<file path="config.mk">
export PLATFORM = sky130hd
export DESIGN_NAME = alu_issue_ctrl_flat
export DESIGN_NICKNAME = d
export VERILOG_FILES = /design/src/rtl/alu_issue_ctrl_pkg.sv /design/src/rtl/alu_issue_ctrl_if.sv /design/src/rtl/alu_issue_ctrl_reg_file.sv /design/src/rtl/alu_issue_ctrl.sv /design/src/flat_wrapper.sv
export SDC_FILE = /design/constraint.sdc
export NUM_CORES = 1
export LEC_CHECK = 0
export CAP_MARGIN = 20
export CELL_PAD_IN_SITES_DETAIL_PLACEMENT = 2
export CELL_PAD_IN_SITES_GLOBAL_PLACEMENT = 2
export CORE_ASPECT_RATIO = 0.75
export CORE_MARGIN = 1.5
export CORE_UTILIZATION = 43
export CTS_BUF_LIST = sky130_fd_sc_hd__clkbuf_8
export DETAILED_ROUTE_END_ITERATION = 6
export GPL_TIMING_DRIVEN = 1
export HOLD_SLACK_MARGIN = 0.05
export PLACE_DENSITY = 0.95
export SLEW_MARGIN = 5
export SYNTH_ARGS = -nofsm -noshare
export SYNTH_HDL_FRONTEND = slang
export SYNTH_SLANG_ARGS = --single-unit
</file>
<file path="constraint.sdc">
create_clock -name clk -period 3.9 [get_ports clk]
set_input_delay 0.585 -clock clk [delete_from_list [all_inputs] [get_ports clk]]
set_output_delay 0.585 -clock clk [all_outputs]
set_load 0.05 [all_outputs]
</file>
<file path="src/rtl/alu_issue_ctrl_pkg.sv">
// alu_issue_ctrl_pkg
//   Shared definitions for the ALU issue/writeback controller: ALU select
//   codes, controller state encoding and per-op classification helpers.
package alu_issue_ctrl_pkg;

  localparam logic [3:0] ALU_ADD = 4'b0001;
  localparam logic [3:0] ALU_SUB = 4'b0010;
  localparam logic [3:0] ALU_AND = 4'b0101;
  localparam logic [3:0] ALU_OR  = 4'b0110;
  localparam logic [3:0] ALU_NOT = 4'b0111;
  localparam logic [3:0] ALU_XOR = 4'b1000;
  localparam logic [3:0] ALU_SLL = 4'b1001;
  localparam logic [3:0] ALU_MOV = 4'b1011;

  typedef enum logic [1:0] {
    IDLE = 2'd0,
    EXEC = 2'd1,
    WB   = 2'd2
  } state_t;

  function automatic logic is_legal_op(input logic [3:0] op);
    case (op)
      ALU_ADD, ALU_SUB, ALU_AND, ALU_OR,
      ALU_NOT, ALU_XOR, ALU_SLL, ALU_MOV: is_legal_op = 1'b1;
      default:                            is_legal_op = 1'b0;
    endcase
  endfunction

  // Ops whose carry output is architecturally meaningful.
  function automatic logic writes_carry(input logic [3:0] op);
    writes_carry = (op == ALU_ADD) || (op == ALU_SUB) || (op == ALU_SLL);
  endfunction

  // Ops whose signed-overflow output is architecturally meaningful.
  function automatic logic writes_oflow(input logic [3:0] op);
    writes_oflow = (op == ALU_ADD) || (op == ALU_SUB);
  endfunction

endpackage

</file>
<file path="src/rtl/alu_issue_ctrl_if.sv">
// alu_issue_ctrl_if
//   Bundles the instruction handshake, the ALU operand/result bus and the
//   writeback report.
//   master: upstream issuer + ALU side (drives instr_*, alu_out/flags)
//   slave : the controller (drives instr_ready, alu_a/b/sel, wb_*)
interface alu_issue_ctrl_if #(
  parameter int NREGS = 8,
  parameter int DW    = 32
);
  localparam int AW = $clog2(NREGS);

  logic          instr_valid;
  logic          instr_ready;
  logic [3:0]    instr_op;
  logic [AW-1:0] instr_rd;
  logic [AW-1:0] instr_rs1;
  logic [AW-1:0] instr_rs2;
  logic [DW-1:0] instr_imm;
  logic          instr_use_imm;

  logic [DW-1:0] alu_a;
  logic [DW-1:0] alu_b;
  logic [3:0]    alu_sel;
  logic [DW-1:0] alu_out;
  logic          alu_oflow;
  logic          alu_carry;

  logic          wb_valid;
  logic [AW-1:0] wb_rd;
  logic [DW-1:0] wb_data;

  modport master (
    output instr_valid, instr_op, instr_rd, instr_rs1, instr_rs2,
           instr_imm, instr_use_imm,
    input  instr_ready,
    input  alu_a, alu_b, alu_sel,
    output alu_out, alu_oflow, alu_carry,
    input  wb_valid, wb_rd, wb_data
  );

  modport slave (
    input  instr_valid, instr_op, instr_rd, instr_rs1, instr_rs2,
           instr_imm, instr_use_imm,
    output instr_ready,
    output alu_a, alu_b, alu_sel,
    input  alu_out, alu_oflow, alu_carry,
    output wb_valid, wb_rd, wb_data
  );

endinterface

</file>
<file path="src/rtl/alu_issue_ctrl_reg_file.sv">
// reg_file
//   NREGS x DW register file: two combinational read ports, one debug read
//   port, one synchronous write port, async active-low clear. r0 always
//   reads zero and writes to it are dropped.
//   ports: clk, rst_n, ra1/rd1, ra2/rd2, dbg_addr/dbg_data, we/wa/wd
module reg_file #(
  parameter  int NREGS = 8,
  parameter  int DW    = 32,
  localparam int AW    = $clog2(NREGS)
) (
  input  logic          clk,
  input  logic          rst_n,
  input  logic [AW-1:0] ra1,
  output logic [DW-1:0] rd1,
  input  logic [AW-1:0] ra2,
  output logic [DW-1:0] rd2,
  input  logic [AW-1:0] dbg_addr,
  output logic [DW-1:0] dbg_data,
  input  logic          we,
  input  logic [AW-1:0] wa,
  input  logic [DW-1:0] wd
);

  logic [DW-1:0] mem [NREGS];

  always_ff @(posedge clk or negedge rst_n) begin
    if (!rst_n) begin
      for (int i = 0; i < NREGS; i++) mem[i] <= '0;
    end else if (we && (wa != '0)) begin
      mem[wa] <= wd;
    end
  end

  // r0 is forced at the read side so stored state never leaks out.
  assign rd1      = (ra1 == '0)      ? '0 : mem[ra1];
  assign rd2      = (ra2 == '0)      ? '0 : mem[ra2];
  assign dbg_data = (dbg_addr == '0) ? '0 : mem[dbg_addr];

endmodule

</file>
<file path="src/rtl/alu_issue_ctrl.sv">
// alu_issue_ctrl
//   Issue/writeback controller for an external combinational ALU. Accepts one
//   op per handshake (only in IDLE), registers operands onto the ALU bus,
//   captures the ALU result one cycle later and writes it back the cycle
//   after that. One op in flight, so no hazards exist.
//   ports: clk, rst_n (async low), bus (slave: instr/alu/wb), flag_z/c/v
//          (sticky), err_illegal (1-cycle pulse), dbg_addr/dbg_data
module alu_issue_ctrl
  import alu_issue_ctrl_pkg::*;
#(
  parameter  int NREGS = 8,
  parameter  int DW    = 32,
  localparam int AW    = $clog2(NREGS)
) (
  input  logic             clk,
  input  logic             rst_n,
  alu_issue_ctrl_if.slave  bus,
  output logic             flag_z,
  output logic             flag_c,
  output logic             flag_v,
  output logic             err_illegal,
  input  logic [AW-1:0]    dbg_addr,
  output logic [DW-1:0]    dbg_data
);

  state_t        state_q, state_d;
  logic          accept;
  logic          legal;
  logic          we;

  logic [AW-1:0] rd_q;
  logic [3:0]    op_q;
  logic [DW-1:0] res_q;
  logic          c_q, v_q;
  logic [DW-1:0] rs1_data, rs2_data;

  assign legal = is_legal_op(bus.instr_op);

  always_ff @(posedge clk or negedge rst_n) begin
    if (!rst_n) state_q <= IDLE;
    else        state_q <= state_d;
  end

  always_comb begin
    state_d         = state_q;
    bus.instr_ready = 1'b0;
    accept          = 1'b0;
    we              = 1'b0;
    case (state_q)
      IDLE: begin
        bus.instr_ready = 1'b1;
        accept          = bus.instr_valid;
        // Illegal ops are consumed but never leave IDLE.
        if (accept && legal) state_d = EXEC;
      end
      EXEC: state_d = WB;
      WB: begin
        we      = 1'b1;
        state_d = IDLE;
      end
      default: state_d = IDLE;
    endcase
  end

  always_ff @(posedge clk or negedge rst_n) begin
    if (!rst_n) begin
      err_illegal <= 1'b0;
      rd_q        <= '0;
      op_q        <= '0;
      res_q       <= '0;
      c_q         <= 1'b0;
      v_q         <= 1'b0;
      bus.alu_a   <= '0;
      bus.alu_b   <= '0;
      bus.alu_sel <= '0;
      flag_z      <= 1'b0;
      flag_c      <= 1'b0;
      flag_v      <= 1'b0;
    end else begin
      err_illegal <= accept && !legal;
      if (accept && legal) begin
        rd_q        <= bus.instr_rd;
        op_q        <= bus.instr_op;
        bus.alu_a   <= rs1_data;
        bus.alu_b   <= bus.instr_use_imm ? bus.instr_imm : rs2_data;
        bus.alu_sel <= bus.instr_op;
      end
      // ALU has had the whole EXEC cycle to settle on the registered operands.
      if (state_q == EXEC) begin
        res_q <= bus.alu_out;
        c_q   <= bus.alu_carry;
        v_q   <= bus.alu_oflow;
      end
      if (we) begin
        flag_z <= (res_q == '0);
        if (writes_carry(op_q)) flag_c <= c_q;
        if (writes_oflow(op_q)) flag_v <= v_q;
      end
    end
  end

  assign bus.wb_valid = we;
  assign bus.wb_rd    = we ? rd_q  : '0;
  assign bus.wb_data  = we ? res_q : '0;

  reg_file #(.NREGS(NREGS), .DW(DW)) u_rf (
    .clk      (clk),
    .rst_n    (rst_n),
    .ra1      (bus.instr_rs1),
    .rd1      (rs1_data),
    .ra2      (bus.instr_rs2),
    .rd2      (rs2_data),
    .dbg_addr (dbg_addr),
    .dbg_data (dbg_data),
    .we       (we),
    .wa       (rd_q),
    .wd       (res_q)
  );

endmodule

</file>
<file path="src/flat_wrapper.sv">
// flat-port wrapper written by rule: the top's interface ports become plain ports
module alu_issue_ctrl_flat import alu_issue_ctrl_pkg::*;
#(
  parameter  int NREGS = 8,
  parameter  int DW    = 32,
  localparam int AW    = $clog2(NREGS)
)
  (clk, rst_n, flag_z, flag_c, flag_v, err_illegal, dbg_addr, dbg_data, bus_instr_valid, bus_instr_op, bus_instr_rd, bus_instr_rs1, bus_instr_rs2, bus_instr_imm, bus_instr_use_imm, bus_instr_ready, bus_alu_a, bus_alu_b, bus_alu_sel, bus_alu_out, bus_alu_oflow, bus_alu_carry, bus_wb_valid, bus_wb_rd, bus_wb_data);
  alu_issue_ctrl_if #(.NREGS(NREGS), .DW(DW)) bus_i ();
  input  logic clk;
  input  logic rst_n;
  output logic flag_z;
  output logic flag_c;
  output logic flag_v;
  output logic err_illegal;
  input  logic [AW-1:0] dbg_addr;
  output logic [DW-1:0] dbg_data;
  input wire logic [$bits(bus_i.instr_valid)-1:0] bus_instr_valid;
  input wire logic [$bits(bus_i.instr_op)-1:0] bus_instr_op;
  input wire logic [$bits(bus_i.instr_rd)-1:0] bus_instr_rd;
  input wire logic [$bits(bus_i.instr_rs1)-1:0] bus_instr_rs1;
  input wire logic [$bits(bus_i.instr_rs2)-1:0] bus_instr_rs2;
  input wire logic [$bits(bus_i.instr_imm)-1:0] bus_instr_imm;
  input wire logic [$bits(bus_i.instr_use_imm)-1:0] bus_instr_use_imm;
  output wire logic [$bits(bus_i.instr_ready)-1:0] bus_instr_ready;
  output wire logic [$bits(bus_i.alu_a)-1:0] bus_alu_a;
  output wire logic [$bits(bus_i.alu_b)-1:0] bus_alu_b;
  output wire logic [$bits(bus_i.alu_sel)-1:0] bus_alu_sel;
  input wire logic [$bits(bus_i.alu_out)-1:0] bus_alu_out;
  input wire logic [$bits(bus_i.alu_oflow)-1:0] bus_alu_oflow;
  input wire logic [$bits(bus_i.alu_carry)-1:0] bus_alu_carry;
  output wire logic [$bits(bus_i.wb_valid)-1:0] bus_wb_valid;
  output wire logic [$bits(bus_i.wb_rd)-1:0] bus_wb_rd;
  output wire logic [$bits(bus_i.wb_data)-1:0] bus_wb_data;
  assign bus_i.instr_valid = bus_instr_valid;
  assign bus_i.instr_op = bus_instr_op;
  assign bus_i.instr_rd = bus_instr_rd;
  assign bus_i.instr_rs1 = bus_instr_rs1;
  assign bus_i.instr_rs2 = bus_instr_rs2;
  assign bus_i.instr_imm = bus_instr_imm;
  assign bus_i.instr_use_imm = bus_instr_use_imm;
  assign bus_instr_ready = bus_i.instr_ready;
  assign bus_alu_a = bus_i.alu_a;
  assign bus_alu_b = bus_i.alu_b;
  assign bus_alu_sel = bus_i.alu_sel;
  assign bus_i.alu_out = bus_alu_out;
  assign bus_i.alu_oflow = bus_alu_oflow;
  assign bus_i.alu_carry = bus_alu_carry;
  assign bus_wb_valid = bus_i.wb_valid;
  assign bus_wb_rd = bus_i.wb_rd;
  assign bus_wb_data = bus_i.wb_data;
  alu_issue_ctrl #(.NREGS(NREGS), .DW(DW)) u_core (.clk(clk), .rst_n(rst_n), .bus(bus_i), .flag_z(flag_z), .flag_c(flag_c), .flag_v(flag_v), .err_illegal(err_illegal), .dbg_addr(dbg_addr), .dbg_data(dbg_data));
endmodule
</file>
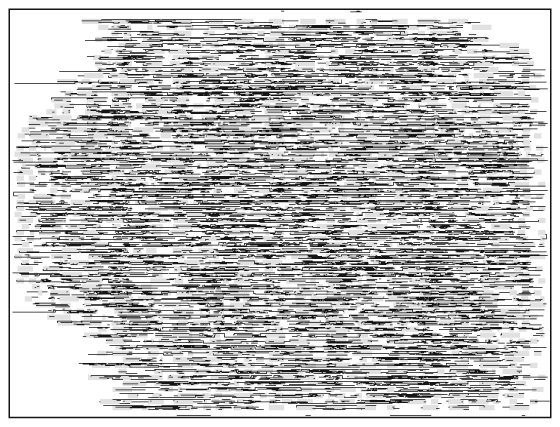
*Signal wires on met1, run 1*
Cells faint in the background.
wire length on this layer = 33.8 mm
longest straight run = 99.8 microns
met1 Use GR: 48.8%
Vias: 16.0k
WL final: 90.0 mm

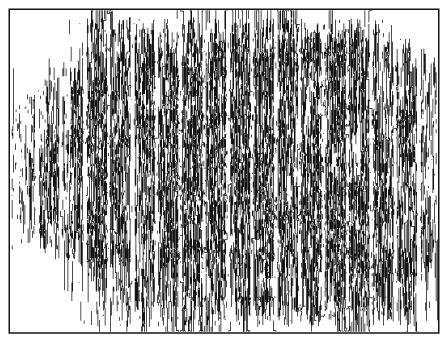
*Metal 2, run 1*
longest straight run = 67.5 microns
main direction = vertical
nets with wire on the layer = 1710
met2 Usage GRT: 66.2%

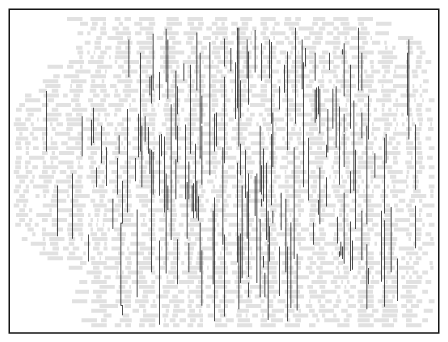
*Metal 4, run 1*
Cells faint in the background.
nets with wire on the layer = 131
longest straight run = 76.8 microns
share of all routed wire = 5.6%

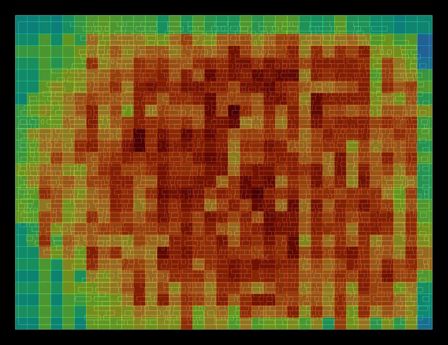
*Routing congestion, run 1*
met3 usage: 9.77%
Avg WL per Cell: 39.2 microns
busiest layer in global routing: met2
final core occ: 54.4%
Total Routing Usage GR: 40.1%

==> changes_impl.md, run 1 <==
### Physical design

* Status: finished, violations left
* Failing checks: design-rule violations, negative setup slack
* Delay-heaviest family, CP: buffers and inverters
* Sink Count at 335
* I/O pins at 227
* Max-slew violation count at 0
* Tot Pwr at 18.0 mW
* Crit path depth at 5
* Inverter count at 37
* Comb. cell area at 9410 sq um
* Top pwr grp: combinational cells
* Worst Hold Path EP: u_core.bus.alu_a[16]$_DFFE_PN0P_
* Clk pwr share at 19.8%
* Async set-reset flop share out of synthesis at 100%
* Critical Path Sink: bus_wb_rd[1]
* ANT cells at 0
* Non-CTS buffers at 287
* Ys flops at 335
* Worst-case hold slack at 0.519 ns
* Post-synth EDFFs at 0
* Total grt overflow at 0
* CP max-delay cell: clkdlybuf4s50_1
* Seq_cells at 335
* Worst hold stages at 1
* Die Footprint at 44600 sq um
* Library cells used by synthesis at 49
* Yosys chip area at 18600 sq um
* XORs/XNORs by Area at 0.0470%
* CTS clk-pin slew, worst paths at 0.08 ns
* Most common cell in the netlist: mux2_2
* Worst setup EP type: output pin
* Dominant class by area: combinational gates
* Sequential share of cell area at 36.4%
* Drt first-iter violations at 1839
* Num rows at 65
* Largest net degree at the start of global routing at 100
* Initial antenna violation count at 3
* Ys cells at 1487
* Tap cells at 569
* Worst Clk Skew at 0.0251 ns
* Final worst slack at -0.00775 ns
* CP required at 3.31 ns
* Final setup viols at 1
* Root buffer cell: clkbuf_8
* First-pass GRT wire length at 131 mm
* Clkbuf count at 76
* Design area at 23000 sq um
* Most frequent logic cell in the layout: mux2_2
* Die height at 183 microns
* Largest register FFs at 224
* And+or+nand+nor area frac at 4.94%
* Pre-CTS WS at 0.133 ns
* P_seq at 7.09 mW
* Fmax at 256 MHz
* Post CTS Setup Buffer Count at 0
* WL met2 at 43.0 mm
* Avg Vias per Cell at 6.97
* Pleak at 10.0 nW
* Sw Ratio at 43.9%
* Main logic family after synthesis: multiplexers
* Worst-path cell chain: nand2b_4, clkinv_2, nand2_1, inv_2, clkdlybuf4s50_1
* DP Area at 21800 sq um
* Slew HR at 19.3%
* Mapped Nets at 1575
* Placeable Area at 42400 sq um
* Max IR drop VDD at 334 uV
* Synth cell count leaders: mux2_2, dfrtp_1, mux4_2
* P_int at 10.1 mW
* DRC violations left at 1
--- run 2 (diff from run 1) ---
--- a/config.mk
+++ b/config.mk
@@ -5,12 +5,12 @@
 export SDC_FILE = /design/constraint.sdc
 export NUM_CORES = 1
 export LEC_CHECK = 0
-export CAP_MARGIN = 20
+export ABC_AREA = 1
 export CELL_PAD_IN_SITES_DETAIL_PLACEMENT = 2
 export CELL_PAD_IN_SITES_GLOBAL_PLACEMENT = 2
 export CORE_ASPECT_RATIO = 0.75
 export CORE_MARGIN = 1.5
-export CORE_UTILIZATION = 43
+export CORE_UTILIZATION = 36
 export CTS_BUF_LIST = sky130_fd_sc_hd__clkbuf_8
 export DETAILED_ROUTE_END_ITERATION = 6
 export GPL_TIMING_DRIVEN = 1
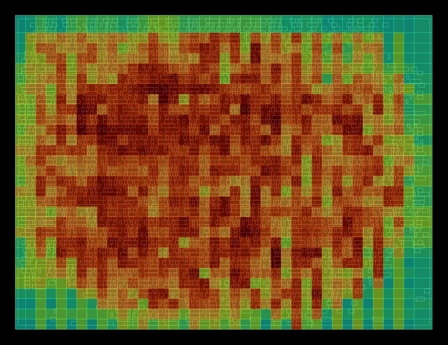
*Routing congestion, run 2*
met1 Use GR: 45.7%
final core occ: 44.1%
Avg WL per Cell: 28.9 microns
Total Routing Usage GR: 38.8%

==> run 2 against run 1 <==
  * The flow now finishes without violations
  * Critical path depth unchanged
  * Count of clock-buffer cells in the layout increased by 2
  * Non-clock buffer count did not move
  * Worst setup slack improved by 0.52 ns
  * Routed wire length grew 28%
  * Sequential power fell by 11%
  * Sequential cell count rose by 32
  * Cell count up 74%
  * Combinational power fell by 9.8%
  * Clock power rose by 9.2%
  * Core utilization is 10 points lower
  * Die size rose by 34%
  * Largest power group unchanged
==> changes_impl.md, run 2 <==
### Physical design

* Initial antenna violation count at 3 (unchanged)
* Non-CTS buffers at 287 (unchanged)
* CTS clk-pin slew, worst paths at 0.07 ns (about the same)
* Comb. cell area at 9470 sq um (+0.63%)
* Tool warnings at 32
* Final setup viols at 0 (-1)
* Power Dens Cells at 664 nW/um^2
* Synth cell count leaders: nand2_1, o21ai_0, dfrtp_1
* Largest register FFs at 256 (+14%)
* WL final at 115 mm (+28%)
* Crit path depth at 5 (unchanged)
* Switching pwr at 7.93 mW
* Worst-case hold slack at 0.375 ns (-0.144 ns)
* Num rows at 76 (+17%)
* Worst slew pin tran at 1.22 ns
* Busiest layer in global routing: met2
* Post CTS Setup Buffer Count at 0 (unchanged)
* Vias at 23.9k (+50%)
* Crit share post-route at 86.8%
* Design area at 25400 sq um (+10%)
* Filler Cells Inserted at 6623
* Final #Nets at 3253
* ANT cells at 1 (+1)
* Post-synth EDFFs at 0 (unchanged)
* Cells after DPL at 3876
* Die width at 281 microns
* Max-area cell share at 43.9%
* CP required at 3.31 ns (about the same)
* MUX share of area at 0.0538%
* CP max-delay cell: clkdlybuf4s50_1
* GPL Wtd Cong at 0.859
* Power share of the combinational group at 39.5%
* Sink Count at 367 (+9.6%)
* Tot Pwr at 16.8 mW (-6.7%)
* Register-to-Register Path Depth at 8
* HP Start: u_core.u_rf.mem[228]$_DFFE_PN0P_
* Avg Vias per Cell at 6.01 (-14%)
* Total grt overflow at 0 (unchanged)
* Pre-CTS WS at 0.881 ns (+0.748 ns)
* Hold WC Path Type: reg -> reg
* Biggest register: u_core.u_rf.mem
* Synthesized area at 20900 sq um
* Met3 usage at 7.48% (-2.3 points)
* Met2 Usage GRT at 63.3% (-2.9 points)
* Worst Hold Path EP: u_core.u_rf.mem[228]$_DFFE_PN0P_
* Yosys chip area at 20900 sq um (+12%)
* Delay-heaviest family, CP: buffers and inverters
* Non-clock buffer share at 12.7%
* Syn Area/Cell at 6.88 sq um
* Fin Setup TNS at 0 ns
* Most common cell in the netlist: nand2_1
* Ys flops at 367 (+9.6%)
* Final worst slack at 0.515 ns (+0.522 ns)
* Inverter count at 333 (+800%)
* DRC violations left at 0 (-1)
* Library cells used by synthesis at 31 (-37%)
* Most frequent logic cell in the layout: nand2_1
* Worst-path cell chain: inv_1, nand2_2, buf_4, nor2_1, clkdlybuf4s50_1
* Placeable Area at 57400 sq um (+36%)
* Die height at 212 microns (+16%)
* Fmax at 295 MHz (+15%)
* Pleak at 12.4 nW (+23%)
* Sequential Power Share at 37.3%
* Aoi share at 17.5%
* Slew HR at 18.3% (-1.0 points)
* Final ANT Viol Nets at 0
* P_int at 8.91 mW (-12%)
* 1st-pass router iterations at 5
* TritonCTS Buffers at 66
* RSZ-0062 raised after global routing: no
* Die Footprint at 59600 sq um (+34%)
* Top area cell types: dfrtp_1, nand2_1, o21ai_0, inv_1, nor2_1
* Layout Cells excl Fill at 3985
* R2R Setup Slk at 1.10 ns
* Clkbuf count at 78 (+2.6%)
* Worst hold stages at 0 (-1)
* Tap cells at 780 (+37%)
* I/O pins at 227 (unchanged)
* Seq_cells at 367 (+9.6%)
* XORs/XNORs by Area at 0% (-0.047 points)
* Worst setup EP type: output pin
* DP Area at 24100 sq um (+11%)
* FF+latch area at 9180 sq um
* Root buffer cell: clkbuf_8
* Max-slew violation count at 0 (unchanged)
* Max IR drop VDD at 511 uV (+53%)
* FF-to-FF Start: u_core.state_q[0]$_DFFE_PN0P_
* Number of global-route vias before repair at 27.4k
* Synthesis-to-finish area growth at 21.2%
* Maxcap violations at 0
* Cell type with the largest total area: dfrtp_1
* #MultiIn Comb at 2110
* Sw Ratio at 47.1% (+3.2 points)
* Gate Count Post-Synth at 3039
* Ys cells at 3039 (+100%)
* CTS resizes at 0
* Main logic family after synthesis: simple AND/OR/NAND/NOR gates
* Top cells excl fill/tap: nand2_1, o21ai_0, dfrtp_1
* Met3 WL post-DR at 8.44 mm
* Crit path DAT at 2.80 ns
* Max Buffers Root-to-Sink at 3
* Max layer used: met5
* And+or+nand+nor area frac at 27.4% (+22 points)
* H-Tree Level Count at 3
* WL met2 at 54.5 mm (+27%)
* Critical Path Sink: bus_wb_data[13]
* Comb area share at 37.3%
* First-pass GRT wire length at 173 mm (+32%)
* Worst Clk Skew at 0.0436 ns (+0.0185 ns)
* Drt first-iter violations at 2497 (+36%)
* Layout clock area frac at 4.93%
* Largest net degree at the start of global routing at 145 (+45%)
* Mapped Nets at 3127 (+99%)
* Async set-reset flop share out of synthesis at 100% (unchanged)
* Critical path launch point: u_core.state_q[0]$_DFFE_PN0P_
* Clk pwr share at 23.1% (+3.3 points)
* Crit Reg-Reg Endpoint: u_core.u_rf.mem[111]$_DFFE_PN0P_
* DP HPWL at 64.3 mm
* Sequential share of cell area at 36.2% (-0.14 points)
* Synth warnings at 0
* Post-synthesis adder-cell area fraction at 0.120%
* Top pwr grp: combinational cells
* WS Path Type: reg -> out
* Status: finished, final reports clean
* P_seq at 6.29 mW (-11%)
* Dominant class by area: combinational gates
Power and IR drop assume default switching activity.
